--- config.mk ---
export PLATFORM = sky130hd
export DESIGN_NAME = alu_result_display
export DESIGN_NICKNAME = d
export VERILOG_FILES = /design/src/rtl/alu_disp_pkg.sv /design/src/rtl/bin2bcd_8b.sv /design/src/rtl/alu_result_display.sv
export SDC_FILE = /design/constraint.sdc
export NUM_CORES = 1
export LEC_CHECK = 0
export CORE_AREA = 2 2 126 128
export CTS_BUF_LIST = sky130_fd_sc_hd__clkbuf_4 sky130_fd_sc_hd__clkbuf_8
export DETAILED_ROUTE_END_ITERATION = 16
export DIE_AREA = 0 0 128 130
export REMOVE_ABC_BUFFERS = 1
export SYNTH_ARGS = -nofsm -noshare
export SYNTH_HDL_FRONTEND = slang
export SYNTH_SLANG_ARGS = --single-unit
--- constraint.sdc ---
create_clock -name clk -period 10.1 [get_ports clk]
set_input_delay 3.03 -clock clk [delete_from_list [all_inputs] [get_ports clk]]
set_output_delay 3.03 -clock clk [all_outputs]
set_load 0.02 [all_outputs]
--- src/rtl/alu_disp_pkg.sv ---
// +----------------------------------------------------------------------------+
// | Module      : alu_disp_pkg                                                 |
// | Description : Shared constants, FSM state type and BCD-to-segment helper   |
// |               for the ALU result display. Segment order is {g,f,e,d,c,b,a},|
// |               active-low.                                                  |
// | Revision    : 1.0  initial release                                         |
// +----------------------------------------------------------------------------+
`default_nettype none

package alu_disp_pkg;

  localparam logic [6:0] SEG_DIGIT [0:9] = '{
    7'b1000000, 7'b1111001, 7'b0100100, 7'b0110000, 7'b0011001,
    7'b0010010, 7'b0000010, 7'b1111000, 7'b0000000, 7'b0010000
  };
  localparam logic [6:0] SEG_BLANK = 7'b1111111;
  localparam logic [6:0] SEG_DASH  = 7'b0111111;
  localparam logic [6:0] SEG_C     = 7'b1000110;

  // Synchronized input tuple layout: {p1, p2, c, e[3:0], m[7:0]}
  localparam int TUPLE_W = 15;

  typedef enum logic [1:0] {
    IDLE = 2'd0,
    LOAD = 2'd1,
    CONV = 2'd2,
    DONE = 2'd3
  } state_t;

  // Non-decimal nibbles never occur from the converter; map them to blank.
  function automatic logic [6:0] seg_of_bcd(input logic [3:0] bcd);
    logic [6:0] s;
    s = SEG_BLANK;
    for (int i = 0; i < 10; i++) begin
      if (bcd == 4'(i)) s = SEG_DIGIT[i];
    end
    return s;
  endfunction

endpackage

`default_nettype wire

--- src/rtl/bin2bcd_8b.sv ---
// +----------------------------------------------------------------------------+
// | Module      : bin2bcd_8b                                                   |
// | Description : Sequential double-dabble converter, 8-bit binary to 3 BCD    |
// |               digits, one shift per clock (8 clocks per conversion).       |
// | Ports       : clk, rst (async, active-high)                                |
// |               i_start  - load i_bin and begin converting                   |
// |               i_bin    - 8-bit binary operand                              |
// |               o_busy   - conversion shifts in progress                     |
// |               o_done   - high during the cycle of the final shift          |
// |               o_bcd    - {hundreds, tens, ones}, valid once busy drops     |
// | Revision    : 1.0  initial release                                         |
// +----------------------------------------------------------------------------+
`default_nettype none

module bin2bcd_8b
  import alu_disp_pkg::*;
(
  input  logic        clk,
  input  logic        rst,
  input  logic        i_start,
  input  logic [7:0]  i_bin,
  output logic        o_busy,
  output logic        o_done,
  output logic [11:0] o_bcd
);

  // {bcd[11:0], remaining binary bits[7:0]}
  logic [19:0] r_shift;
  logic [2:0]  r_cnt;
  logic        r_busy;
  logic [19:0] w_adj;

  // Add-3 correction on every BCD nibble that would overflow past 9 after doubling.
  always_comb begin
    w_adj = r_shift;
    for (int k = 0; k < 3; k++) begin
      if (r_shift[8 + 4*k +: 4] >= 4'd5)
        w_adj[8 + 4*k +: 4] = r_shift[8 + 4*k +: 4] + 4'd3;
    end
  end

  always_ff @(posedge clk or posedge rst) begin
    if (rst) begin
      r_shift <= '0;
      r_cnt   <= '0;
      r_busy  <= 1'b0;
    end else if (i_start) begin
      r_shift <= {12'd0, i_bin};
      r_cnt   <= '0;
      r_busy  <= 1'b1;
    end else if (r_busy) begin
      r_shift <= {w_adj[18:0], 1'b0};
      r_cnt   <= r_cnt + 3'd1;
      if (r_cnt == 3'd7) r_busy <= 1'b0;
    end
  end

  assign o_busy = r_busy;
  assign o_done = r_busy && (r_cnt == 3'd7);
  assign o_bcd  = r_shift[19:8];

endmodule

`default_nettype wire

--- src/rtl/alu_result_display.sv ---
// +----------------------------------------------------------------------------+
// | Module      : alu_result_display                                           |
// | Description : Converts the selected ALU result to decimal and drives a     |
// |               4-digit multiplexed common-anode display (ones, tens,        |
// |               hundreds, status).                                           |
// | Ports       : clk, rst (async, active-high)                                |
// |               i_m[7:0] product, i_e[3:0] add/sub/div result,               |
// |               i_c carry/borrow or divide-by-zero, i_p1/i_p2 op select      |
// |               o_seg[6:0] {g..a} active-low, o_an[3:0] active-low enables,  |
// |               o_busy conversion in flight                                  |
// | Revision    : 1.0  initial release                                         |
// +----------------------------------------------------------------------------+
`default_nettype none

module alu_result_display
  import alu_disp_pkg::*;
#(
  parameter int REFRESH_DIV = 50000
) (
  input  logic       clk,
  input  logic       rst,
  input  logic [7:0] i_m,
  input  logic [3:0] i_e,
  input  logic       i_c,
  input  logic       i_p1,
  input  logic       i_p2,
  output logic [6:0] o_seg,
  output logic [3:0] o_an,
  output logic       o_busy
);

  localparam int PW = (REFRESH_DIV > 2) ? $clog2(REFRESH_DIV) : 1;
  localparam logic [PW-1:0] c_PRESC_MAX = PW'(REFRESH_DIV - 1);

  // ---------------------------------------------------------------- sync
  logic [TUPLE_W-1:0] r_sync1, r_sync2;
  logic [TUPLE_W-1:0] w_tuple;

  always_ff @(posedge clk or posedge rst) begin
    if (rst) begin
      r_sync1 <= '0;
      r_sync2 <= '0;
    end else begin
      r_sync1 <= {i_p1, i_p2, i_c, i_e, i_m};
      r_sync2 <= r_sync1;
    end
  end

  assign w_tuple = r_sync2;

  // ---------------------------------------------------------------- control
  state_t             r_state;
  logic [TUPLE_W-1:0] r_last;
  logic               r_valid;
  logic               r_busy;
  logic               r_start;
  logic [3:0][6:0]    r_disp;

  logic [7:0]      w_val;
  logic            w_eng_busy;
  logic            w_eng_done;
  logic [11:0]     w_bcd;
  logic [3:0][6:0] w_next_disp;

  // Multiply shows the 8-bit product; every other op shows the 4-bit result.
  assign w_val = (r_last[14:13] == 2'b10) ? r_last[7:0] : {4'd0, r_last[11:8]};

  bin2bcd_8b u_bin2bcd (
    .clk     (clk),
    .rst     (rst),
    .i_start (r_start),
    .i_bin   (w_val),
    .o_busy  (w_eng_busy),
    .o_done  (w_eng_done),
    .o_bcd   (w_bcd)
  );

  // Leading-zero blanking, carry indicator and divide-by-zero override.
  always_comb begin
    w_next_disp[0] = seg_of_bcd(w_bcd[3:0]);
    w_next_disp[1] = (w_bcd[11:4] == 8'd0) ? SEG_BLANK : seg_of_bcd(w_bcd[7:4]);
    w_next_disp[2] = (w_bcd[11:8] == 4'd0) ? SEG_BLANK : seg_of_bcd(w_bcd[11:8]);
    w_next_disp[3] = (!r_last[14] && r_last[12]) ? SEG_C : SEG_BLANK;
    if (r_last[14] && r_last[13] && r_last[12]) begin
      w_next_disp = {4{SEG_DASH}};
    end
  end

  always_ff @(posedge clk or posedge rst) begin
    if (rst) begin
      r_state <= IDLE;
      r_last  <= '0;
      r_valid <= 1'b0;
      r_busy  <= 1'b0;
      r_start <= 1'b0;
      r_disp  <= {4{SEG_BLANK}};
    end else begin
      r_start <= 1'b0;
      case (r_state)
        IDLE: begin
          if (!r_valid || (w_tuple != r_last)) begin
            r_last  <= w_tuple;
            r_busy  <= 1'b1;
            r_start <= 1'b1;
            r_state <= LOAD;
          end
        end
        LOAD: begin
          r_state <= CONV;
        end
        CONV: begin
          if (w_eng_done) begin
            r_busy  <= 1'b0;
            r_state <= DONE;
          end else if (!w_eng_busy) begin
            // Engine idle without finishing: drop this attempt and retry from IDLE.
            r_busy  <= 1'b0;
            r_state <= IDLE;
          end
        end
        DONE: begin
          r_disp  <= w_next_disp;
          r_valid <= 1'b1;
          r_state <= IDLE;
        end
        default: r_state <= IDLE;
      endcase
    end
  end

  assign o_busy = r_busy;

  // ---------------------------------------------------------------- scanner
  logic [PW-1:0] r_presc;
  logic [1:0]    r_idx;
  logic [3:0]    r_an;
  logic [6:0]    r_seg;

  // Enable and segments are registered from the same index so they always agree.
  always_ff @(posedge clk or posedge rst) begin
    if (rst) begin
      r_presc <= '0;
      r_idx   <= '0;
      r_an    <= 4'b1111;
      r_seg   <= SEG_BLANK;
    end else begin
      if (r_presc == c_PRESC_MAX) begin
        r_presc <= '0;
        r_idx   <= r_idx + 2'd1;
      end else begin
        r_presc <= r_presc + PW'(1);
      end
      r_an  <= ~(4'b0001 << r_idx);
      r_seg <= r_disp[r_idx];
    end
  end

  assign o_an  = r_an;
  assign o_seg = r_seg;

endmodule

`default_nettype wire

**Run 1: supply network**

Bar = 50 um. Pins as bars on the die edge. Tap cells in grey.
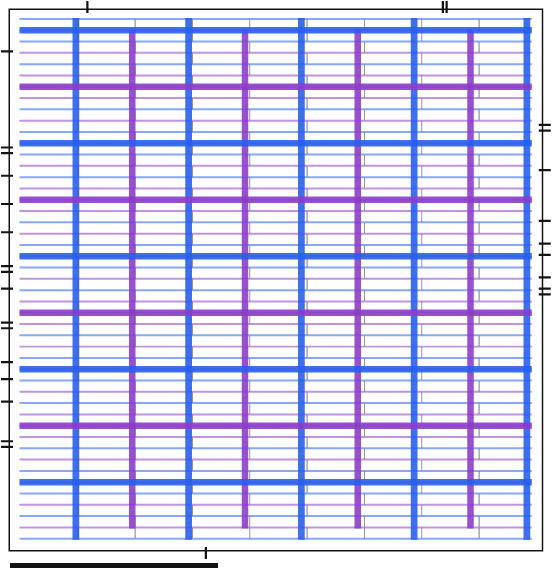
- VDD: purple
- VSS: blue
- met1 rails: 47
- met4 straps: 9
x dimension of the die: 128 um
Worst IR Drop VDD: 0.0001189 V
CORE AREA: 0.01542 sq mm
Die H: 130 um

**Run 1: cells coloured by class**

Bar = 50 um.
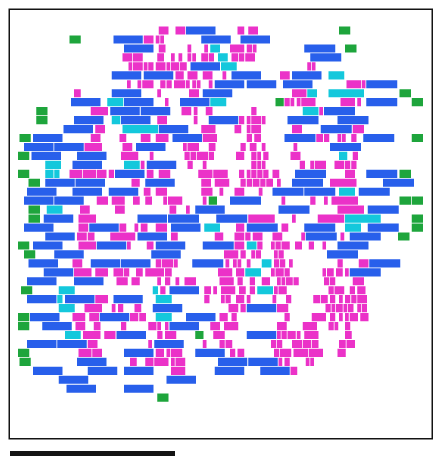
- remaining logic cells: magenta (cells 372)
- remaining buffers and delay cells: green (cells 31)
- clock drivers and dummy loads: cyan (cells 32)
- sequential cells: blue (cells 126)
sequential share of cell area: 47.49%
final design area excluding fillers: 0.006729 sq mm

**Run 1: clock wires, drivers and flops**

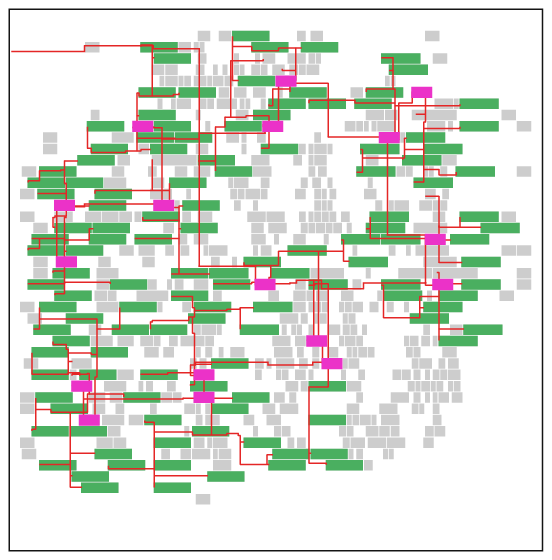
- clock-net drivers: magenta (count 17)
- clock wires: red (length 1630 um)
- flip-flops: green (count 126)
- flops lie: spread over the die

**Run 1: metal layers overlaid**

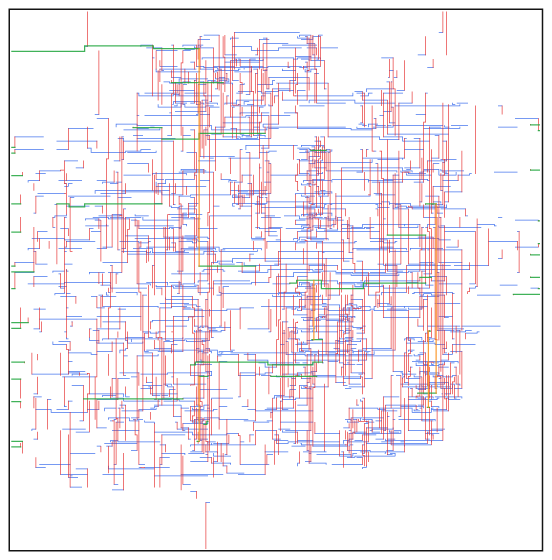
- M2: red (wire length 5210 um)
- M4: orange (wire length 146 um)
- M1: blue (wire length 5000 um)
- M3: green (wire length 315 um)

run 1: through the flow:
stage | utilization (%) | total power, mW | hold WS [ps] | instance area, sq um | worst slack (ps)
final | 43.62 | 1.690 | 349.5 | 6729 | 5525
after global routing | 43.62 | 1.803 | 355.7 | 6729 | 5457
after CTS | 43.62 | 1.712 | 350.3 | 6729 | 5482
after detailed placement | 40.91 | 1.246 | 334.7 | 6310 | 5164
after global placement | 40.91 | 1.227 | 331.5 | 6310 | 5176
after floorplan | - | 1.103 | 331.2 | 5764 | 3770
run 1: metal layers:
metal / vias to the layer above / part of all wire (%) / wire, um / global-route usage [%]
met3: 10 / 3.0 / 315 / 4.346
li1: 1867 / - / - / -
met1: 1895 / 47 / 4996 / 18.00
met5: - / 0 / 0 / 0
met4: 0 / 1.4 / 146 / 6.206
met2: 58 / 49 / 5210 / 22.68
run 1: power breakdown:
group	leakage [nW]	total (mW)	internal (mW)	switching, mW
clock network	0.210	0.458	0.254	0.204
registers	1.49	0.765	0.647	0.119
logic	1.16	0.466	0.241	0.225
run 1: cells by family (layout without fill, tap and decap cells):
| logic type | after synthesis | count (layout) |
|---|---|---|
| and+or+nand+nor | 141 | 141 |
| DFF | 126 | 126 |
| AOI/OAI and AO/OA | 109 | 109 |
| buffers and inverters | 55 | 88 |
| muxes | 39 | 39 |
| xor gates and xnor gates | 36 | 36 |
| adders and majority gates | 22 | 22 |
run 1: layout make-up:
class                           instances  area, sq um
Timing Repair Buffer                   31        302.8
Tap cell                              192        240.2
Fill cell                            1458         8696
Sequential cell                       126         3196
Inverter                               25        96.34
Multi-Input combinational cell        347         2475
Clock inverter                         13        163.9
Clock buffer                           19        255.2
==> results_slide.txt, run 1 <==
Physical Implementation Snapshot

Outcome
  – Status: finished clean

Yosys
  – Biggest combinational cell group after synthesis: simple AND/OR/NAND/NOR gates
  – Count of warnings emitted by yosys: 0
  – Largest area contributor in the synthesized netlist: sky130_fd_sc_hd__dfrtp_1
  – Distinct cell type count of the synthesized netlist: around 53
  – Fraction of synthesized cell area taken by the top area cell type: between 30% and 40%
  – Sequential-to-total area share from yosys stat: a little over half
  – Aoi share: a little under an eighth
  – XOR/XNOR Area Share: between 5 and 6%
  – Commonest cells post-synth: sky130_fd_sc_hd__dfrtp_1, sky130_fd_sc_hd__nor2_1, sky130_fd_sc_hd__dfstp_2
  – Leading register cell type out of synthesis: sky130_fd_sc_hd__dfrtp_1
  – Count of flip-flops with a built-in enable after synthesis: 0
  – Count of state elements after synthesis: 126
  – Dominant cell by count in the synthesized netlist: sky130_fd_sc_hd__dfrtp_1
  – Post-synthesis instance area: between 0.005 and 0.006 sq mm
  – Yosys cell count: roughly 530
  – Leading post-synthesis cells by cell area: sky130_fd_sc_hd__dfrtp_1, sky130_fd_sc_hd__dfstp_2, sky130_fd_sc_hd__ha_1, sky130_fd_sc_hd__xnor2_1, sky130_fd_sc_hd__nor2_1
  – Mean instance size in the synthesized netlist: 11.16 sq um
  – Synthesized netlist cell count: 528
  – Mux cell area share: roughly 8.5%
  – Adder Area Share: 4.673%
  – Yosys chip area: a little under 0.006 sq mm
  – Area share of and/or/nand/nor cells after synthesis: 11.96%
  – Asr flop ratio synth: 100.0%

Floorplan
  – Chip Footprint: between 0.015 and 0.02 sq mm
  – Count of boundary I/O pins: 29
  – Initial core utilization: a little under two fifths
  – Number of rows created at floorplan: between 40 and 50

Placement
  – Count of placed standard cells including taps: roughly 720
  – Global placer's final weighted congestion: approximately 0.80
  – Number of I/O port buffers: 28
  – Detailed placer's ending HPWL: about 7300 um

Critical path
  – Peak fanout along the critical path: 1
  – Required time of the critical path: 7070 ps
  – R2r endpoint: r_presc[8]$_DFF_PP0_
  – Category of cells accounting for the largest share of critical-path delay: buffers and inverters
  – CP Launch Point: o_an[2]$_DFF_PP1_
  – WS Path Type: flip-flop to output pin
  – Highest-delay cell along the critical path: sky130_fd_sc_hd__clkdlybuf4s50_1
  – Crit path capture type: output pin
  – Reg-to-reg setup timing slack: about 8000 ps
  – Number of cells on the critical path: 1
  – Crit Reg-Reg Startpoint: r_presc[0]$_DFF_PP0_
  – Crit path buf inv count: 1
  – Worst Setup Start Kind: flip-flop
  – Worst endpoint data arrival time: approximately 1500 ps
  – End point of the critical path: o_an[2]
  – Reg2reg path depth: 5
  – Sequence of cells on the critical path: clkdlybuf4s50_1
  – Delay of the slowest critical-path stage: a little under 600 ps

STA
  – Number of setup violations in the final report: 0
  – Maximum frequency from static timing analysis: approximately 220 MHz
  – Crit path time final: about 4600 ps
  – Worst Max-Slew Pin Slew: just under 1000 ps
  – Relative slew slack: 34.34%
  – Setup repair after global routing missed its margin: no
  – Endpoints failing hold: 0
  – Pins Over Slew Limit: 0
  – Crit share post-route: approximately 45%
  – Clock Skew: 13.41 ps
  – Final setup TNS: 0 ps

CTS
  – Post-CTS sizing: 0
  – Root Buffer: sky130_fd_sc_hd__clkbuf_8
  – Number of clock sinks: 126
  – Post-CTS clock slew at the launch and capture registers of the worst setup and hold paths: approximately 70 ps
  – Clock tree from TritonCTS: yes
  – CTS Buf Count: 17
  – Clock latency reported for the late side of the worst-skew pair: around 450 ps
  – Deepest level of the CTS H-tree: 4
  – Setup Fix Bufs, Post-CTS: 0
  – Count of hold-fix buffers inserted at cts: 0
  – Buffer levels on the longest clock path: 2

Power
  – Pwr dens: 251.1 mW/mm^2
  – Pleak: 2.861 nW

Global route
  – Overall Global Routing Usage: roughly 14%
  – Initial antenna violation count: 0
  – Remaining global-route overflow: 0
  – First-pass GRT wire length: 18470 um
  – Number of global-route vias before repair: 3896
  – Maximum number of pins on one net before global-route repair: around 65

Drt
  – Post-detailed-route wirelength per cell: approximately 14 um
  – DR pass1 iterations: 7
  – Total number of vias: 3830
  – Post-DR vias/cell: around 5
  – Total Routed Length: between 10000 and 15000 um
  – Post-detailed-route DRC marker count: 0
  – Post-DRT Antenna Nets: 0
  – Starting DRT DRC Count: 249

Finish
  – Finished Layout Cells: between 700 and 800
  – Flip-flop count of the largest register, all copies and words added: 23
  – Layout net count: between 500 and 600
  – Fraction of final layout cells sized beyond drive strength 1: 16.04%
  – Number of antenna diodes: 0
  – Register name with the most flops: r_disp
  – Most numerous logic cell after layout: sky130_fd_sc_hd__dfrtp_1
  – Commonest cells after routing, fill and taps aside: sky130_fd_sc_hd__dfrtp_1, sky130_fd_sc_hd__nor2_1, sky130_fd_sc_hd__dfstp_2
  – Largest registers in the final layout: r_disp (23), u_bin2bcd.r_shift (20), r_presc (16)
  – Area growth from synthesis to layout: 14.23%

Run
  – Max cap viols: 0
  – Total tool warning count: 40

Worst hold path
  – Launch point of the worst hold path: r_sync1[3]$_DFF_PP0_
  – Hold Crit Endpoint: r_sync2[3]$_DFF_PP0_
  – WHS Path Cells: 0
  – Classification of the worst-slack hold path: flip-flop to flip-flop
**Run 1: routing congestion**

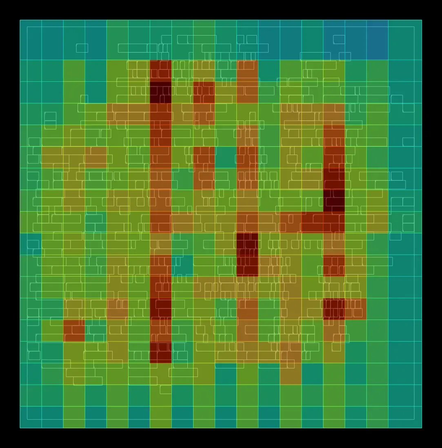

==> run 2, diff against run 1 <==
Clock period 10.1 ns to 4.3 ns, I/O delays scaled along.
**Run 2: routing congestion**

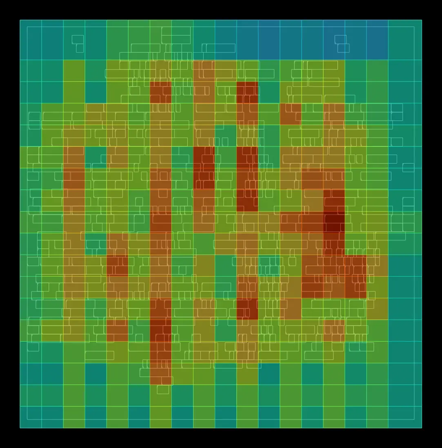
core occupancy in the finished layout: 43.74%
met1 Use GR: 17.18%

==> results_slide.txt, run 2 <==
Physical Implementation Snapshot

Outcome
  – Status: finished clean

Global route
  – Number of global-route vias before repair: 3875 (-0.54%)
  – First-pass GRT wire length: 18230 um (-1.3%)
  – Remaining global-route overflow: 0 (unchanged)
  – Overall Global Routing Usage: 14.00% (-0.20 points)
  – Maximum number of pins on one net before global-route repair: 60 (-7.7%)

Worst hold path
  – Hold Crit Endpoint: r_sync2[14]$_DFF_PP0_
  – Launch point of the worst hold path: r_sync1[14]$_DFF_PP0_
  – Classification of the worst-slack hold path: flip-flop to flip-flop
  – WHS Path Cells: 0 (unchanged)

Floorplan
  – Initial core utilization: 38.19% (unchanged)
  – Number of rows created at floorplan: 46 (unchanged)
  – Count of boundary I/O pins: 29 (unchanged)
  – X dimension of the die: 128 um (unchanged)
  – CORE AREA: 0.01542 sq mm (unchanged)
  – Die H: 130 um (unchanged)
  – Chip Footprint: 0.01664 sq mm (unchanged)

Finish
  – Register name with the most flops: r_disp
  – Flip-flop count of the largest register, all copies and words added: 23 (unchanged)
  – Storage element area: 0.003196 sq mm (unchanged)
  – Final design area excluding fillers: 0.006746 sq mm (+0.26%)
  – Most numerous logic cell after layout: sky130_fd_sc_hd__dfrtp_1
  – Filler cell count: 1418 (-2.7%)
  – Layout net count: 588 (+0.17%)
  – Largest registers in the final layout: r_disp (23), u_bin2bcd.r_shift (20), r_presc (16)
  – Number of antenna diodes: 0 (unchanged)
  – Commonest cells after routing, fill and taps aside: sky130_fd_sc_hd__dfrtp_1, sky130_fd_sc_hd__nor2_1, sky130_fd_sc_hd__dfstp_2
  – Area growth from synthesis to layout: 14.53%
  – Combinational cell area excluding buffers and inverters: 0.002475 sq mm (unchanged)
  – Fraction of final layout cells sized beyond drive strength 1: 16.19% (+0.15 points)

Yosys
  – Distinct cell type count of the synthesized netlist: 53 (unchanged)
  – Yosys cell count: 528 (unchanged)
  – Leading register cell type out of synthesis: sky130_fd_sc_hd__dfrtp_1
  – Mean instance size in the synthesized netlist: 11.16 sq um (unchanged)
  – Leading post-synthesis cells by cell area: sky130_fd_sc_hd__dfrtp_1, sky130_fd_sc_hd__dfstp_2, sky130_fd_sc_hd__ha_1, sky130_fd_sc_hd__xnor2_1, sky130_fd_sc_hd__nor2_1
  – Count of state elements after synthesis: 126 (unchanged)
  – Count of flip-flops with a built-in enable after synthesis: 0 (unchanged)
  – Yosys chip area: 0.005891 sq mm (unchanged)
  – Count of warnings emitted by yosys: 0 (unchanged)
  – Sequential-to-total area share from yosys stat: 54.25% (unchanged)
  – Fraction of synthesized cell area taken by the top area cell type: 39.08% (unchanged)
  – Largest area contributor in the synthesized netlist: sky130_fd_sc_hd__dfrtp_1
  – Commonest cells post-synth: sky130_fd_sc_hd__dfrtp_1, sky130_fd_sc_hd__nor2_1, sky130_fd_sc_hd__dfstp_2
  – Asr flop ratio synth: 100.0% (unchanged)
  – Dominant cell by count in the synthesized netlist: sky130_fd_sc_hd__dfrtp_1

Critical path
  – Highest-delay cell along the critical path: sky130_fd_sc_hd__clkdlybuf4s50_1
  – Number of cells on the critical path: 1 (unchanged)
  – Category of cells accounting for the largest share of critical-path delay: buffers and inverters
  – Crit path buf inv count: 1 (unchanged)
  – Worst endpoint data arrival time: 1540 ps (about the same)
  – End point of the critical path: o_seg[3]
  – Worst Setup Start Kind: flip-flop
  – Crit Reg-Reg Startpoint: r_presc[0]$_DFF_PP0_
  – Sequence of cells on the critical path: clkdlybuf4s50_1
  – WS Path Type: flip-flop to output pin
  – Reg-to-reg setup timing slack: 2210 ps (-5780 ps)
  – Reg2reg path depth: 5 (unchanged)
  – CP Launch Point: o_seg[3]$_DFF_PP1_
  – Peak fanout along the critical path: 1 (unchanged)
  – Crit path capture type: output pin
  – R2r endpoint: r_idx[0]$_DFFE_PP0N_
  – Required time of the critical path: 3010 ps (-4060 ps)

STA
  – Worst Max-Slew Pin Slew: 1005 ps (+20.07 ps)
  – Clock Skew: 14.13 ps (+0.7246 ps)
  – Setup repair after global routing missed its margin: no
  – Crit share post-route: between 60% and 70%
  – Endpoints failing hold: 0 (unchanged)
  – Crit path time final: ~2800 ps
  – Pins Over Slew Limit: 0 (unchanged)
  – PnR worst setup slack: 1465 ps (-4060 ps)
  – Maximum frequency from static timing analysis: roughly 350 MHz
  – Relative slew slack: 33.00% (-1.3 points)

CTS
  – Post-CTS sizing: 0 (unchanged)
  – Post-CTS clock slew at the launch and capture registers of the worst setup and hold paths: 70 ps (about the same)
  – CTS Buf Count: 17 (unchanged)
  – Count of hold-fix buffers inserted at cts: 0 (unchanged)
  – Clock tree from TritonCTS: yes
  – Setup Fix Bufs, Post-CTS: 0 (unchanged)
  – Root Buffer: sky130_fd_sc_hd__clkbuf_8
  – Buffer levels on the longest clock path: 2 (unchanged)
  – Number of clock sinks: 126 (unchanged)
  – Clock latency reported for the late side of the worst-skew pair: 440 ps (about the same)
  – Deepest level of the CTS H-tree: 4 (unchanged)

Run
  – Total tool warning count: 40 (unchanged)
  – Max cap viols: 0 (unchanged)

Placement
  – Setup WS pre-CTS: 1656 ps (-3508 ps)
  – Placement-stage cell area: 0.006330 sq mm (+0.32%)
  – Global placer's final weighted congestion: 0.7819 (-1.8%)
  – Detailed placer's ending HPWL: 7132 um (-1.7%)

Power
  – Pwr dens: 585.6 mW/mm^2 (+130%)
  – Pleak: 2.866 nW (+0.20%)
  – Total power after layout: 3.951 mW (+130%)

Drt
  – Total number of vias: 3798 (-0.84%)
  – DR pass1 iterations: 4 (-3)
  – Post-detailed-route DRC marker count: 0 (unchanged)
  – Post-DR vias/cell: 5.037 (-0.97%)
  – Post-DRT Antenna Nets: 0 (unchanged)
  – Total Routed Length: 10360 um (-2.9%)
  – Post-detailed-route wirelength per cell: 13.74 um (-3.0%)
**Run 2: clock wires, drivers and flops**

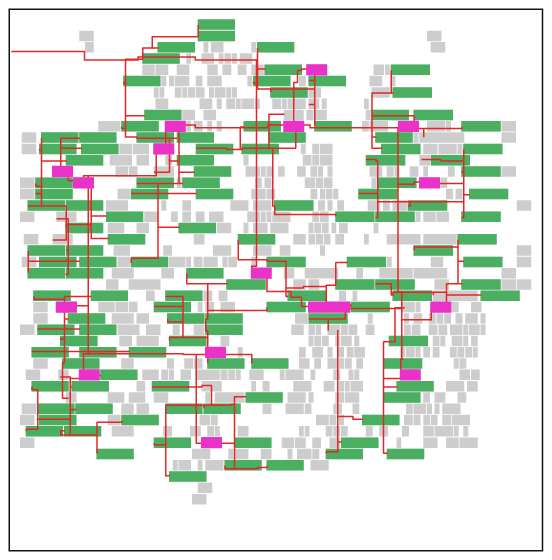
- clock-net drivers: magenta (count 17)
- flip-flops: green (count 126)
- clock wires: red (length 1570 um)
- routed clock nets: 18

## run 2: cell count changes in the layout (fill, tap and decap cells not counted), sizes merged
cell / delta
buf: +1
bufinv: -1
clkbuf: +5
clkinv: -4
clkinvlp: +1
inv: -1
## run 2: metal layers
metal,vias to the layer above,routed length [um],GRT usage (%),part of all wire [%]
li1,1863,-,-,-
met1,1844,4826,17.18,47
met2,75,4920,22.93,47
met3,16,407,4.141,3.9
met4,0,206,6.529,2.0
met5,-,0,0,0
## run 2: cell type report
| cell class | count | share of cell area [%] |
|---|---|---|
| timing repair buffer | 32 | 4.785 |
| inverter | 25 | 1.428 |
| tap | 192 | 3.561 |
| multi-input combinational | 347 | 36.68 |
| clock buffer | 24 | 4.618 |
| clock inverter | 8 | 1.558 |
| sequential | 126 | 47.37 |
## run 2: logic make-up (layout without fill, tap and decap cells)
logic type	after synthesis	count (layout)	share of synthesized area, %
DFF	126	126	54.25
and+or+nand+nor	141	141	11.96
xor gates and xnor gates	36	36	5.353
AOI/OAI and AO/OA	109	109	11.49
buffers and inverters	55	89	3.738
adders and majority gates	22	22	4.673
muxes	39	39	8.539
## run 2: stage by stage
stage / hold WS (ps) / TNS, ps / cells / utilization [%]
2_1_floorplan: 331.2 / -26650 / 498 / -
3_3_place_gp: 331.7 / 0 / 722 / 41.04
3_5_place_dp: 334.7 / 0 / 722 / 41.04
4_1_cts: 350.5 / 0 / 754 / 43.74
5_1_grt: 355.2 / 0 / 754 / 43.74
6_report: 348.6 / 0 / 754 / 43.74
## run 2: power breakdown
| part | switching, mW | total [mW] | internal [mW] |
|---|---|---|---|
| clock network | 0.452 | 1.05 | 0.598 |
| logic | 0.532 | 1.10 | 0.569 |
| registers | 0.280 | 1.80 | 1.52 |
**Run 2: metal layers overlaid**

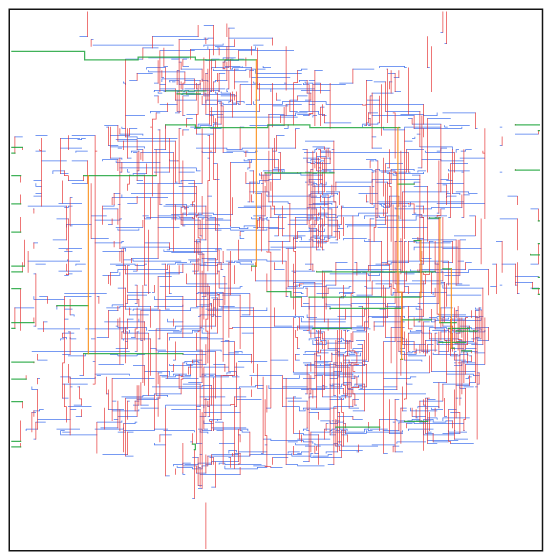

==> run 3, diff against run 2 <==
Clock period 4.3 ns to 2.69 ns, I/O delays scaled along.
**Run 3: metal layers overlaid**

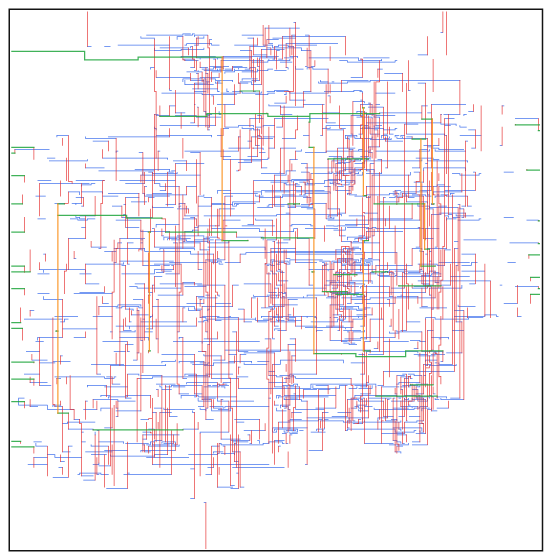
- M3: green (wire length 395 um)
- M4: orange (wire length 282 um)
- M1: blue (wire length 4800 um)
- M2: red (wire length 4900 um)

==> results_slide.txt, run 3 <==
Physical Implementation Snapshot

Outcome
  – Status: finished clean

Finish
  – Multi-In Gates: 347 (unchanged)
  – Filler cell count: 1472 (+3.8%)
  – Number of ordinary and repair buffers in the finished layout: 34 (+6.3%)
  – Number of clock buffer instances in the layout: 20 (-17%)
  – Area growth from synthesis to layout: 15.21%
  – Flip-flop count of the largest register, all copies and words added: 23 (unchanged)
  – Core occupancy in the finished layout: 44.00% (+0.26 points)
  – Storage element area: 0.003196 sq mm (unchanged)
  – Commonest cells after routing, fill and taps aside: sky130_fd_sc_hd__dfrtp_1, sky130_fd_sc_hd__nor2_1, sky130_fd_sc_hd__dfstp_2
  – Number of antenna diodes: 0 (unchanged)
  – Layout net count: 590 (+0.34%)
  – Dominant class by area: registers
  – Largest registers in the final layout: r_disp (23), u_bin2bcd.r_shift (20), r_presc (16)
  – Sequential share of cell area: 47.09% (-0.28 points)
  – Register name with the most flops: r_disp

Yosys
  – Distinct cell type count of the synthesized netlist: 53 (unchanged)
  – Yosys chip area: 0.005891 sq mm (unchanged)
  – Count of warnings emitted by yosys: 0 (unchanged)
  – Largest area contributor in the synthesized netlist: sky130_fd_sc_hd__dfrtp_1
  – Sequential-to-total area share from yosys stat: 54.25% (unchanged)
  – Fraction of synthesized cell area taken by the top area cell type: 39.08% (unchanged)
  – Leading post-synthesis cells by cell area: sky130_fd_sc_hd__dfrtp_1, sky130_fd_sc_hd__dfstp_2, sky130_fd_sc_hd__ha_1, sky130_fd_sc_hd__xnor2_1, sky130_fd_sc_hd__nor2_1
  – Count of flip-flops with a built-in enable after synthesis: 0 (unchanged)
  – Dominant cell by count in the synthesized netlist: sky130_fd_sc_hd__dfrtp_1
  – Asr flop ratio synth: 100.0% (unchanged)
  – Yosys cell count: 528 (unchanged)
  – Count of state elements after synthesis: 126 (unchanged)

STA
  – Pins Over Slew Limit: 0 (unchanged)
  – PnR worst setup slack: 333.4 ps (-1132 ps)
  – Endpoints failing hold: 0 (unchanged)
  – Crit share post-route: 87.61%
  – Maximum frequency from static timing analysis: around 420 MHz
  – Crit path time final: ~2400 ps
  – Worst Max-Slew Pin Slew: 992.7 ps (-12.27 ps)
  – Relative slew slack: 33.82% (+0.82 points)

Drt
  – Highest routed metal layer: met4
  – Metal3 WL: 394 um (-3.2%)
  – DR pass1 iterations: 4 (unchanged)
  – Post-DRT Antenna Nets: 0 (unchanged)
  – Met2 routed WL: 4901 um (-0.39%)
  – Post-detailed-route DRC marker count: 0 (unchanged)
  – Post-DR vias/cell: 5.005 (-0.63%)

Global route
  – Highest-utilization routing layer at the global route stage: met2
  – Met1 Use GR: 17.18% (unchanged)
  – First-pass GRT wire length: 18240 um (about the same)
  – Number of global-route vias before repair: 3885 (+0.26%)
  – Overall Global Routing Usage: 14.10% (+0.098 points)
  – GR met2 Demand/Resource: 22.65% (-0.28 points)
  – Maximum number of pins on one net before global-route repair: 65 (+8.3%)
  – Remaining global-route overflow: 0 (unchanged)

Critical path
  – Sequence of cells on the critical path: clkdlybuf4s50_1
  – Worst Setup Start Kind: flip-flop
  – Crit path buf inv count: 1 (unchanged)
  – Reg-to-reg setup timing slack: 750 ps (-1460 ps)
  – Worst endpoint data arrival time: 1550 ps (about the same)
  – Crit path capture type: output pin
  – Highest-delay cell along the critical path: sky130_fd_sc_hd__clkdlybuf4s50_1

CTS
  – Setup Fix Bufs, Post-CTS: 0 (unchanged)
  – CTS Buf Count: 17 (unchanged)
  – Clock latency reported for the late side of the worst-skew pair: 440 ps (about the same)
  – Post-CTS clock slew at the launch and capture registers of the worst setup and hold paths: 70 ps (about the same)
  – Count of hold-fix buffers inserted at cts: 0 (unchanged)
  – Deepest level of the CTS H-tree: 4 (unchanged)
  – Buffer levels on the longest clock path: 2 (unchanged)
  – Root Buffer: sky130_fd_sc_hd__clkbuf_8
  – Clock tree from TritonCTS: yes

Worst hold path
  – Classification of the worst-slack hold path: flip-flop to flip-flop

Placement
  – Global placer's final weighted congestion: 0.8319 (+6.4%)

Power
  – Switch share: 32.03% (about the same)
  – Pwr dens: 938.3 mW/mm^2 (+60%)
  – NetSw: 2.040 mW (+61%)
  – Combinational share of power: 27.4% (-0.5 points)
  – Power share of the clock group: 27.3% (+0.7 points)

Floorplan
  – Number of rows created at floorplan: 46 (unchanged)
  – Chip Footprint: 0.01664 sq mm (unchanged)
  – Die H: 130 um (unchanged)
  – Initial core utilization: 38.19% (unchanged)
  – CORE AREA: 0.01542 sq mm (unchanged)
  – Count of boundary I/O pins: 29 (unchanged)

Run
  – Total tool warning count: 40 (unchanged)
  – Max cap viols: 0 (unchanged)
**Run 3: supply network**

Bar = 50 um. Pins as bars on the die edge. Tap cells in grey.
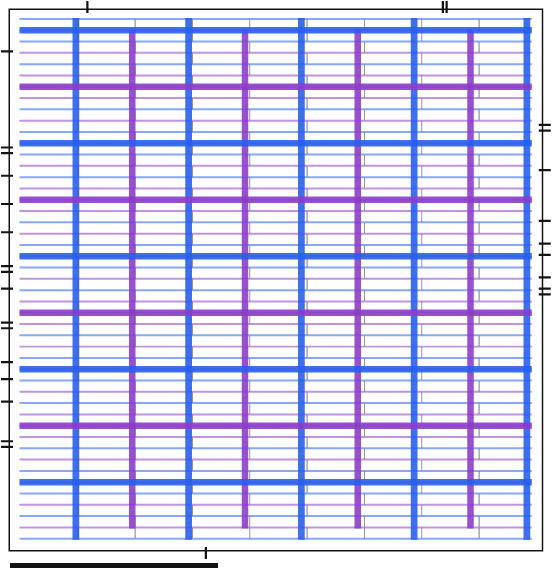
- VSS: blue
- VDD: purple
- met1 rails: 47
- signal pins: 29

run 3: logic make-up after synthesis:
kind of cell / Yosys count / share of synthesized area [%]
flops: 126 / 54.25
compound gates: 109 / 11.49
mux: 39 / 8.539
buf+inv: 55 / 3.738
simple gates: 141 / 11.96
fa+ha+maj: 22 / 4.673
xor+xnor: 36 / 5.353
run 3: worst paths after layout:
| path | cells past startpoint | end | startpoint |
|---|---|---|---|
| worst max-delay path | 1 | o_seg[6] | o_seg[6]$_DFF_PP1_ |
| worst min-delay path | 0 | r_sync2[4]$_DFF_PP0_ | r_sync1[4]$_DFF_PP0_ |
| worst max register to register | 6 | r_idx[0]$_DFFE_PP0N_ | r_presc[0]$_DFF_PP0_ |
| worst min register to register | 0 | r_sync2[4]$_DFF_PP0_ | r_sync1[4]$_DFF_PP0_ |
| max in group asynchronous | 3 | r_disp[2]$_DFFE_PP1N_ | rst |
| min in group asynchronous | 2 | r_presc[12]$_DFF_PP0_ | rst |
run 3: power groups by stage:
stage | clock network [mW] | registers (mW) | logic, mW
floorplan | 0 | 2.86 | 1.28
global placement | 0 | 2.91 | 1.71
detailed placement | 0 | 2.93 | 1.76
CTS | 1.81 | 2.90 | 1.77
global route | 1.90 | 2.96 | 1.95
finish | 1.74 | 2.89 | 1.74
run 3: per-stage QoR:
step / std cells / cell area (sq um) / TNS, ps / hold WS (ps)
finish: 756 / 6787 / 0 / 348.0
global route: 756 / 6787 / 0 / 354.0
CTS: 756 / 6787 / 0 / 348.3
detailed placement: 724 / 6357 / 0 / 334.7
global placement: 724 / 6357 / 0 / 332.3
floorplan: 498 / 5764 / -148360 / 331.2
Power and IR drop assume default switching activity.
